--- src/rtl/seg7_rx.sv ---
// Purpose: 7-segment receive monitor. Synchronizes the segment bus, accepts stable
//          patterns, decodes them to BCD, checks the 0..9 sequence and counts events.
// Latency: seg_in change sampled at edge k -> registered outputs react at edge k+2+STABLE_CYCLES.
// Backpressure: none; free-running monitor, pulses are single-cycle and never stall.
module seg7_rx #(
    parameter int STABLE_CYCLES = 4,
    parameter int CNT_W         = 8
) (
    input  logic             clk,
    input  logic             rst,
    input  logic [6:0]       seg_in,
    input  logic             clr,
    output logic [3:0]       digit_out,
    output logic             digit_valid,
    output logic             blank,
    output logic             bad_pattern,
    output logic             seq_err,
    output logic             locked,
    output logic [CNT_W-1:0] digit_count,
    output logic [CNT_W-1:0] err_count
);

    localparam int             SCW      = $clog2(STABLE_CYCLES + 1);
    localparam logic [SCW-1:0] STAB_MAX = SCW'(STABLE_CYCLES);
    localparam logic [CNT_W-1:0] CNT_MAX = {CNT_W{1'b1}};

    typedef enum logic [1:0] {
        IDLE   = 2'd0,
        ARMED  = 2'd1,
        LOCKED = 2'd2
    } state_t;

    logic [6:0]       sync1_q, sync1_d;
    logic [6:0]       seg_s_q, seg_s_d;
    logic [SCW-1:0]   stab_q, stab_d;
    logic [6:0]       acc_pat_q, acc_pat_d;
    logic [3:0]       digit_q, digit_d;
    logic [3:0]       ref_q, ref_d;
    state_t           state_q, state_d;
    logic             valid_q, valid_d;
    logic             blank_q, blank_d;
    logic             bad_q, bad_d;
    logic             seq_err_q, seq_err_d;
    logic [CNT_W-1:0] dcnt_q, dcnt_d;
    logic [CNT_W-1:0] ecnt_q, ecnt_d;

    logic             accept;
    logic             pat_is_digit;
    logic             pat_is_blank;
    logic [3:0]       pat_digit;
    logic [3:0]       succ;

    // Two-flop synchronizer and stability counter; counter restarts when seg_s is about to change.
    always_comb begin
        sync1_d = seg_in;
        seg_s_d = sync1_q;
        stab_d  = stab_q;
        if (sync1_q != seg_s_q) begin
            stab_d = '0;
        end else if (stab_q != STAB_MAX) begin
            stab_d = stab_q + SCW'(1);
        end
        // Held long enough and different from the last accepted pattern: fires once per pattern.
        accept = (stab_q == STAB_MAX) && (seg_s_q != acc_pat_q);
    end

    // Segment decode (gfedcba, 1 = lit).
    always_comb begin
        pat_is_digit = 1'b1;
        pat_is_blank = 1'b0;
        pat_digit    = 4'd0;
        unique case (seg_s_q)
            7'h3F: pat_digit = 4'd0;
            7'h06: pat_digit = 4'd1;
            7'h5B: pat_digit = 4'd2;
            7'h4F: pat_digit = 4'd3;
            7'h66: pat_digit = 4'd4;
            7'h6D: pat_digit = 4'd5;
            7'h7D: pat_digit = 4'd6;
            7'h07: pat_digit = 4'd7;
            7'h7F: pat_digit = 4'd8;
            7'h6F: pat_digit = 4'd9;
            7'h00: begin
                pat_is_digit = 1'b0;
                pat_is_blank = 1'b1;
            end
            default: pat_is_digit = 1'b0;
        endcase
    end

    // Sequence FSM and output flags; only an accept event can change anything here.
    always_comb begin
        state_d   = state_q;
        ref_d     = ref_q;
        digit_d   = digit_q;
        blank_d   = blank_q;
        acc_pat_d = acc_pat_q;
        valid_d   = 1'b0;
        bad_d     = 1'b0;
        seq_err_d = 1'b0;
        succ      = (ref_q == 4'd9) ? 4'd0 : ref_q + 4'd1;
        if (accept) begin
            acc_pat_d = seg_s_q;
            if (pat_is_digit) begin
                digit_d = pat_digit;
                valid_d = 1'b1;
                blank_d = 1'b0;
                ref_d   = pat_digit;
                case (state_q)
                    IDLE:    state_d = ARMED;
                    ARMED:   state_d = (pat_digit == succ) ? LOCKED : ARMED;
                    LOCKED: begin
                        if (pat_digit == succ) begin
                            state_d = LOCKED;
                        end else begin
                            state_d   = ARMED;
                            seq_err_d = 1'b1;
                        end
                    end
                    default: state_d = IDLE;
                endcase
            end else if (pat_is_blank) begin
                // Blank only shows on the flag; the sequence check carries on across it.
                blank_d = 1'b1;
            end else begin
                bad_d   = 1'b1;
                blank_d = 1'b0;
                state_d = IDLE;
            end
        end
    end

    // Saturating event counters; clr wins over a same-cycle increment.
    always_comb begin
        dcnt_d = dcnt_q;
        ecnt_d = ecnt_q;
        if (clr) begin
            dcnt_d = '0;
            ecnt_d = '0;
        end else begin
            if (valid_d && (dcnt_q != CNT_MAX)) begin
                dcnt_d = dcnt_q + CNT_W'(1);
            end
            if ((seq_err_d || bad_d) && (ecnt_q != CNT_MAX)) begin
                ecnt_d = ecnt_q + CNT_W'(1);
            end
        end
    end

    // State registers; rst clears everything, including any pattern still settling.
    always_ff @(posedge clk) begin
        if (rst) begin
            sync1_q   <= '0;
            seg_s_q   <= '0;
            stab_q    <= '0;
            acc_pat_q <= '0;
            digit_q   <= '0;
            ref_q     <= '0;
            state_q   <= IDLE;
            valid_q   <= 1'b0;
            blank_q   <= 1'b0;
            bad_q     <= 1'b0;
            seq_err_q <= 1'b0;
            dcnt_q    <= '0;
            ecnt_q    <= '0;
        end else begin
            sync1_q   <= sync1_d;
            seg_s_q   <= seg_s_d;
            stab_q    <= stab_d;
            acc_pat_q <= acc_pat_d;
            digit_q   <= digit_d;
            ref_q     <= ref_d;
            state_q   <= state_d;
            valid_q   <= valid_d;
            blank_q   <= blank_d;
            bad_q     <= bad_d;
            seq_err_q <= seq_err_d;
            dcnt_q    <= dcnt_d;
            ecnt_q    <= ecnt_d;
        end
    end

    assign digit_out   = digit_q;
    assign digit_valid = valid_q;
    assign blank       = blank_q;
    assign bad_pattern = bad_q;
    assign seq_err     = seq_err_q;
    assign locked      = (state_q == LOCKED);
    assign digit_count = dcnt_q;
    assign err_count   = ecnt_q;

endmodule

--- config.mk ---
export PLATFORM = sky130hd
export DESIGN_NAME = seg7_rx
export DESIGN_NICKNAME = d
export VERILOG_FILES = /design/src/rtl/seg7_rx.sv
export SDC_FILE = /design/constraint.sdc
export NUM_CORES = 1
export LEC_CHECK = 0
export CAP_MARGIN = 20
export CORE_ASPECT_RATIO = 1.1
export CORE_UTILIZATION = 55
export CTS_BUF_LIST = sky130_fd_sc_hd__clkbuf_16
export CTS_CLUSTER_SIZE = 30
export DETAILED_ROUTE_END_ITERATION = 12
export GPL_TIMING_DRIVEN = 0
export PLACE_DENSITY_LB_ADDON = 0.15
export SLEW_MARGIN = 25
export SYNTH_ARGS = -nofsm -noshare
export SYNTH_HDL_FRONTEND = slang
export SYNTH_SLANG_ARGS = --single-unit
--- constraint.sdc ---
create_clock -name clk -period 4.4 [get_ports clk]
set_clock_uncertainty 0.15 [all_clocks]
set_input_delay 0.44 -clock clk [delete_from_list [all_inputs] [get_ports clk]]
set_output_delay 0.44 -clock clk [all_outputs]
set_load 0.05 [all_outputs]
==> out/qor.yml <==
outcome: "complete, but fails checks"
violations: "DRC"
p_per_area_mw_per_mm2: 276
setup_viol: 0
whs_endpoint: "acc_pat_q[2]"
grt_pass1_vias: 2140
slew_viol_final: 0
syn-num-nets: 334
dr.pass1.iters: 8
drc_errors: 1
r2r-end: "digit_count[6]"
worstRegToRegCells: 9
topCellsByArea: "dfxtp_1, nand2_1, xor2_1"
numSynthFlops: 50
die_h_um: 74.9
signal_buffers: 52
ir_drop_mv: 0.192
cts_root_buffer: "clkbuf_16"
final_nets: 375
critPathLaunchType: "register"
crit_end: "digit_count[6]"
ys_area_mm2: 0.00266
layout.nonclk_buf_share_pct: 13.8
cp-end-kind: "register"
logic_gate_count: 240
chip_area_mm2: 0.00512
rr_startpoint: "seg_s_q[6]"
seq_area_mm2: 0.00100
ys_types: 60
cts.repair.resized: 0
synth_seq_share_pct: 37.6
fill_cells: 405
grtUsageTotal_pct: 24.4
finalHoldViolations: 0
fp_util_pct: 57.2
combGateArea_mm2: 0.00152
path_max_fanout: 10
rsz0062_at_grt: "false"
cts_tree: "built"
sh_comb_area_pct: 47.5
mostFrequentLayoutCell: "dfxtp_1"
cts-htree-levels: 2
core_area_mm2: 0.00465
avgSynthCellArea_um2: 8.39
edf_count: 0
p_leak_nw: 1.13
top_layer: "met4"
design.seq.count: 50
wl_met3_um: 194
through the flow:
stage	setup slack (ps)	hold WS, ps	util, %	instance area [µm²]	instances
after floorplan	1720	298	-	2660	317
final	1540	318	68.9	3210	414
after global routing	1340	334	68.9	3210	414
after global placement	1610	304	66.0	3070	407
after CTS	1540	319	68.9	3210	414
after detailed placement	1570	305	66.0	3070	407
power breakdown:
| part | total [W] | internal [W] | switching, W | leakage [nW] |
|---|---|---|---|---|
| Sequential | 0.000463 | 0.000459 | 0.00000395 | 0.406 |
| Clock | 0.000366 | 0.000206 | 0.000161 | 0.0671 |
| Combinational | 0.0000544 | 0.0000260 | 0.0000284 | 0.658 |
| Total | 0.000883 | 0.000690 | 0.000193 | 1.13 |
**Close-up of the layout**

Region (22, 25) to (47, 50) µm. Cells in gray, sequential cells in the stronger gray; small squares are vias.
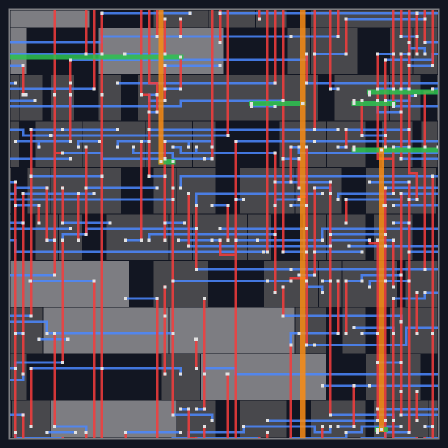
- met4: orange
- met1: blue
- met2: red
- met3: green
- netlist names of flops here include: `seg_s_q` (3), `seg_s_d` (2)
- most frequent: dfxtp_1 (6), nand2_1 (5), clkbuf_1 (4)
- cells with their middle in the window: 55
- sequential cells in the window: 6

**Congestion heat map**

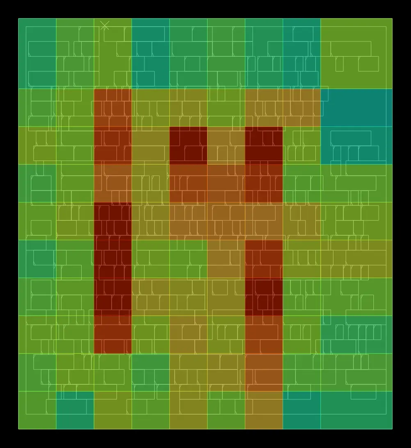
GR Layer Usage met1: 29.6%
WL/cell: 13.9 µm
M2 GR Usage: 41.2%
met3 usage in global routing: 5.00%

Power is estimated from default activity; no workload was simulated.
